--- src/rtl/risc_mem_responder.sv ---
// Memory-side bus target: rd/wr/data_e handshake with WAIT_CYCLES wait states and a ready strobe.
// Define MEM_BACKDOOR_EN to add the ld_en/ld_addr/ld_data program-preload port.
module risc_mem_responder #(
  parameter int AWIDTH      = 5,
  parameter int DWIDTH      = 8,
  parameter int WAIT_CYCLES = 1
) (
  input  logic              clk,
  input  logic              rst_n,
  input  logic [AWIDTH-1:0] addr,
  input  logic              rd,
  input  logic              wr,
  input  logic              data_e,
  input  logic [DWIDTH-1:0] data_in,
`ifdef MEM_BACKDOOR_EN
  input  logic              ld_en,
  input  logic [AWIDTH-1:0] ld_addr,
  input  logic [DWIDTH-1:0] ld_data,
`endif
  output logic [DWIDTH-1:0] data_out,
  output logic              data_oe,
  output logic              ready,
  output logic              coll_err
);

  typedef enum logic [2:0] {IDLE, RD_WAIT, RD_DATA, WR_WAIT, WR_DONE} state_t;

  localparam logic [3:0] WAIT_LD = 4'(WAIT_CYCLES);

  state_t            state_q, state_d;
  logic [3:0]        cnt_q, cnt_d;
  logic [AWIDTH-1:0] addr_q, addr_d;
  logic [DWIDTH-1:0] wdata_q, wdata_d;
  logic [DWIDTH-1:0] data_out_q, data_out_d;
  logic              data_oe_q, data_oe_d;
  logic              ready_q, ready_d;
  logic              coll_err_q, coll_err_d;

  logic              mem_we;
  logic [AWIDTH-1:0] mem_waddr;
  logic [DWIDTH-1:0] mem_wdata;
  logic [DWIDTH-1:0] mem [0:(1<<AWIDTH)-1];

  logic              bd_en;
  logic [AWIDTH-1:0] bd_addr;
  logic [DWIDTH-1:0] bd_data;

`ifdef MEM_BACKDOOR_EN
  assign bd_en   = ld_en;
  assign bd_addr = ld_addr;
  assign bd_data = ld_data;
`else
  assign bd_en   = 1'b0;
  assign bd_addr = '0;
  assign bd_data = '0;
`endif

  always_comb begin
    state_d    = state_q;
    cnt_d      = cnt_q;
    addr_d     = addr_q;
    wdata_d    = wdata_q;
    data_out_d = data_out_q;
    data_oe_d  = data_oe_q;
    ready_d    = ready_q;
    coll_err_d = coll_err_q;
    mem_we     = 1'b0;
    mem_waddr  = addr_q;
    mem_wdata  = wdata_q;
    case (state_q)
      IDLE: begin
        // Preload has priority; a bus request waiting behind it is simply re-sampled later.
        if (bd_en) begin
          mem_we    = 1'b1;
          mem_waddr = bd_addr;
          mem_wdata = bd_data;
        end else if (rd && wr) begin
          coll_err_d = 1'b1;
        end else if (rd) begin
          addr_d = addr;
          cnt_d  = WAIT_LD;
          if (WAIT_CYCLES == 0) begin
            state_d    = RD_DATA;
            data_out_d = mem[addr];
            data_oe_d  = 1'b1;
            ready_d    = 1'b1;
          end else begin
            state_d = RD_WAIT;
          end
        end else if (wr && data_e) begin
          addr_d  = addr;
          wdata_d = data_in;
          cnt_d   = WAIT_LD;
          if (WAIT_CYCLES == 0) begin
            state_d   = WR_DONE;
            mem_we    = 1'b1;
            mem_waddr = addr;
            mem_wdata = data_in;
            ready_d   = 1'b1;
          end else begin
            state_d = WR_WAIT;
          end
        end
      end
      RD_WAIT: begin
        cnt_d = cnt_q - 4'd1;
        if (!rd) begin
          state_d = IDLE;
        end else if (cnt_q == 4'd1) begin
          state_d    = RD_DATA;
          data_out_d = mem[addr_q];
          data_oe_d  = 1'b1;
          ready_d    = 1'b1;
        end
      end
      RD_DATA: begin
        if (!rd) begin
          state_d   = IDLE;
          data_oe_d = 1'b0;
          ready_d   = 1'b0;
        end
      end
      WR_WAIT: begin
        cnt_d = cnt_q - 4'd1;
        if (!wr) begin
          state_d = IDLE;
        end else if (cnt_q == 4'd1) begin
          state_d = WR_DONE;
          mem_we  = 1'b1;
          ready_d = 1'b1;
        end
      end
      WR_DONE: begin
        if (!wr) begin
          state_d = IDLE;
          ready_d = 1'b0;
        end
      end
      default: state_d = IDLE;
    endcase
  end

  always_ff @(posedge clk or negedge rst_n) begin
    if (!rst_n) begin
      state_q    <= IDLE;
      cnt_q      <= '0;
      addr_q     <= '0;
      wdata_q    <= '0;
      data_out_q <= '0;
      data_oe_q  <= 1'b0;
      ready_q    <= 1'b0;
      coll_err_q <= 1'b0;
    end else begin
      state_q    <= state_d;
      cnt_q      <= cnt_d;
      addr_q     <= addr_d;
      wdata_q    <= wdata_d;
      data_out_q <= data_out_d;
      data_oe_q  <= data_oe_d;
      ready_q    <= ready_d;
      coll_err_q <= coll_err_d;
    end
  end

  // The array is never reset; the rst_n gate keeps a held request from committing during reset.
  always_ff @(posedge clk) begin
    if (mem_we && rst_n) begin
      mem[mem_waddr] <= mem_wdata;
    end
  end

  assign data_out = data_out_q;
  assign data_oe  = data_oe_q;
  assign ready    = ready_q;
  assign coll_err = coll_err_q;

endmodule

--- config.mk ---
export PLATFORM = sky130hd
export DESIGN_NAME = risc_mem_responder
export DESIGN_NICKNAME = d
export VERILOG_FILES = /design/src/rtl/risc_mem_responder.sv
export SDC_FILE = /design/constraint.sdc
export NUM_CORES = 1
export LEC_CHECK = 0
export CAP_MARGIN = 30
export CORE_MARGIN = 5
export CORE_UTILIZATION = 55
export CTS_CLUSTER_DIAMETER = 60
export DETAILED_ROUTE_END_ITERATION = 8
export PLACE_DENSITY = 0.76
export SYNTH_ARGS = -nofsm -noshare
export SYNTH_HDL_FRONTEND = slang
export SYNTH_SLANG_ARGS = --single-unit
export TNS_END_PERCENT = 50
--- constraint.sdc ---
create_clock -name clk -period 2.61 [get_ports clk]
set_input_delay 0.261 -clock clk [delete_from_list [all_inputs] [get_ports clk]]
set_output_delay 0.261 -clock clk [all_outputs]
set_load 0.005 [all_outputs]
==> images/port_trees.png <==
Drawn at 2 px/micron.
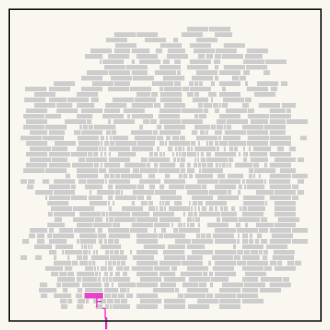
color	port	bits	direction	edge	end cells	buffers	wire
magenta	`coll_err`	1	output	bottom	1	1	17.7 microns
number of primary I/O pins: 29
count of port buffers added during placement: 28

==> images/m2.png <==
Drawn at 3 px/micron.
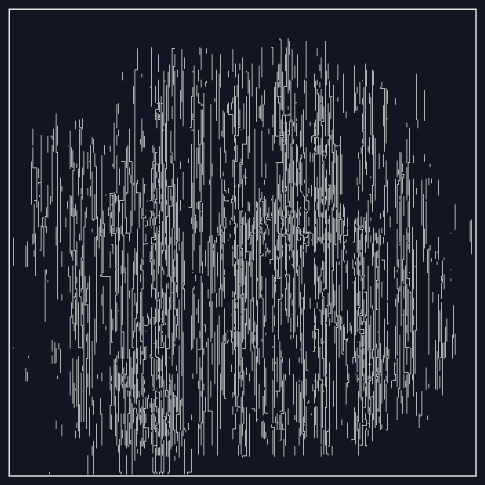
main direction	vertical
longest straight run	79.0 microns
share of all routed wire	49%
nets with wire on the layer	681
wire length on this layer	12,500 microns

==> images/pinout.png <==
Drawn at 3 px/micron. Pins as bars across the die edge, other pins in gray.
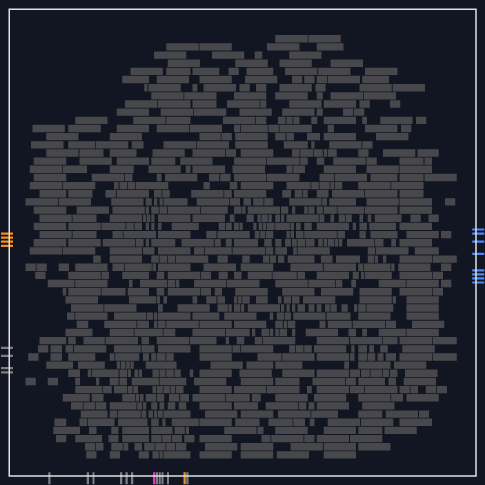
color	port	pins	direction	edge
blue	`data_out`	8	output	right
orange	`addr`	5	input	4 left, 1 bottom
magenta	`coll_err`	1	output	bottom
all pins by edge	13 bottom, 8 left, 8 right
overall die height: 155.1 microns
horizontal die size: 155.1 microns

==> impl_metrics.csv <==
group,metric,value,unit
min_path,min-delay-path-class,"in -> reg",
worst_setup_path,critical_path.max_stage_delay,0.76,ns
clocking,cts_max_level,1,
sta,timing.final.crit_period,2.444,ns
run,drv.max_cap_violation_count,0,
grt,gr-usage-met2,34.58,%
power_and_ir_drop,pg_comb,4.26,mW
worst_setup_path,regToRegEndpoint,"data_out[1]$_DFFE_PN0P_",
worst_setup_path,rr_worst_depth,5,
worst_setup_path,worstSetupEndpoint,"data_out[1]$_DFFE_PN0P_",
clocking,cts_tree,"built",
clocking,tritoncts_num_sinks,287,
clocking,postCtsHoldBufs,1,
cells_and_area,clkCellAreaFrac,7.164,%
power_and_ir_drop,sequentialPowerShare,42.8,%
yosys,synth.most_common_cell,"sky130_fd_sc_hd__edfxtp_1",
route,firstDrtPassIters,6,
place,post-place-cells,979,
min_path,holdCritStartpoint,"data_in[6]",
cells_and_area,comb-cell-share,21.19,%
place,gp_congestion,0.9426,
cells_and_area,largest_class,"sequential cells",
yosys,synthesis.yosys.warnings,0,
yosys,number_of_enable_flip_flop_cells,256,
yosys,post_synth_xor_area_fraction,0.2269,%
yosys,synth.mux.area_fraction,13.26,%
clocking,post_cts.repair.setup_buffers,0,
cells_and_area,finalInstanceArea,13520,sq um
yosys,synth-seq-cells,287,
route,routed-wl-met3,2411,microns
cells_and_area,layout.area.comb,2864,sq um
sta,grt_setup_unrepaired,"no",
sta,setup_slack,0.1657,ns
power_and_ir_drop,cellInternalPower,10.15,mW
clocking,ctsResizeCount,0,
sta,fin_hold_ws,0.3430,ns
yosys,nets_in_the_synthesized_netlist,663,
route,route.detailed.wl_per_inst,24.94,microns
cells_and_area,nNonClkInverters,4,
yosys,syn-instance-count,643,
floorplan,area_of_the_core,20890,sq um
outcome,status,"completed",
route,wirelength_met1,10070,microns
route,via_per_inst,6.209,
yosys,synth.logic.top_family,"multiplexers",
power_and_ir_drop,power_density,1089,nW/um^2
grt,grt_pass1_wl,39850,microns
run,stage_log_warnings,27,
worst_setup_path,timing.setup.critical_path_class,"reg -> reg",
cells_and_area,layout-drive-gt1-share,25.33,%
worst_setup_path,timing.rr.start,"addr_q[0]$_DFFE_PN0P_",
cells_and_area,clkbuf_count,33,
grt,grt_use_met1,31.50,%
sta,fmaxAchievable,409.1,MHz
yosys,ys_seq_share,73.08,%
grt,grt_busiest_layer,"met2",
yosys,avgSynthCellArea,18.01,sq um
cells_and_area,lay_top_count,"sky130_fd_sc_hd__edfxtp_1",
worst_setup_path,timing.critical_path.cells,"buf_12 > mux4_2 > a32o_1 > nor4_2 > a21oi_1",
route,routed_wl,25760,microns
yosys,yosys-stat-cells,643,
power_and_ir_drop,clk-power,4.16,mW
route,dr_wl_met2,12510,microns
clocking,longest_clk_path_bufs,3,
cells_and_area,finalCoreUtilization,64.71,%
sta,final_hold_viol_count,0,
power_and_ir_drop,dominant_power_group,"sequential cells",
cells_and_area,number_of_sequential_cells_in_the_layout,287,
yosys,netlist_top_cells_count,"256 x sky130_fd_sc_hd__edfxtp_1, 55 x sky130_fd_sc_hd__nor2_1, 42 x sky130_fd_sc_hd__mux2i_1",
worst_setup_path,critical_path.top_delay_family,"flip-flops",
cells_and_area,post_layout_nonfiller_instances,1033,
cells_and_area,area.growth.synth_to_final,16.74,%
worst_setup_path,crit_path_end_kind,"flip-flop",
route,detail_route.drc_violations,0,
sta,part_of_the_cycle_the_worst_path_needs,93.65,%
Power figures rest on the tool's default switching activity, not on a simulated workload.
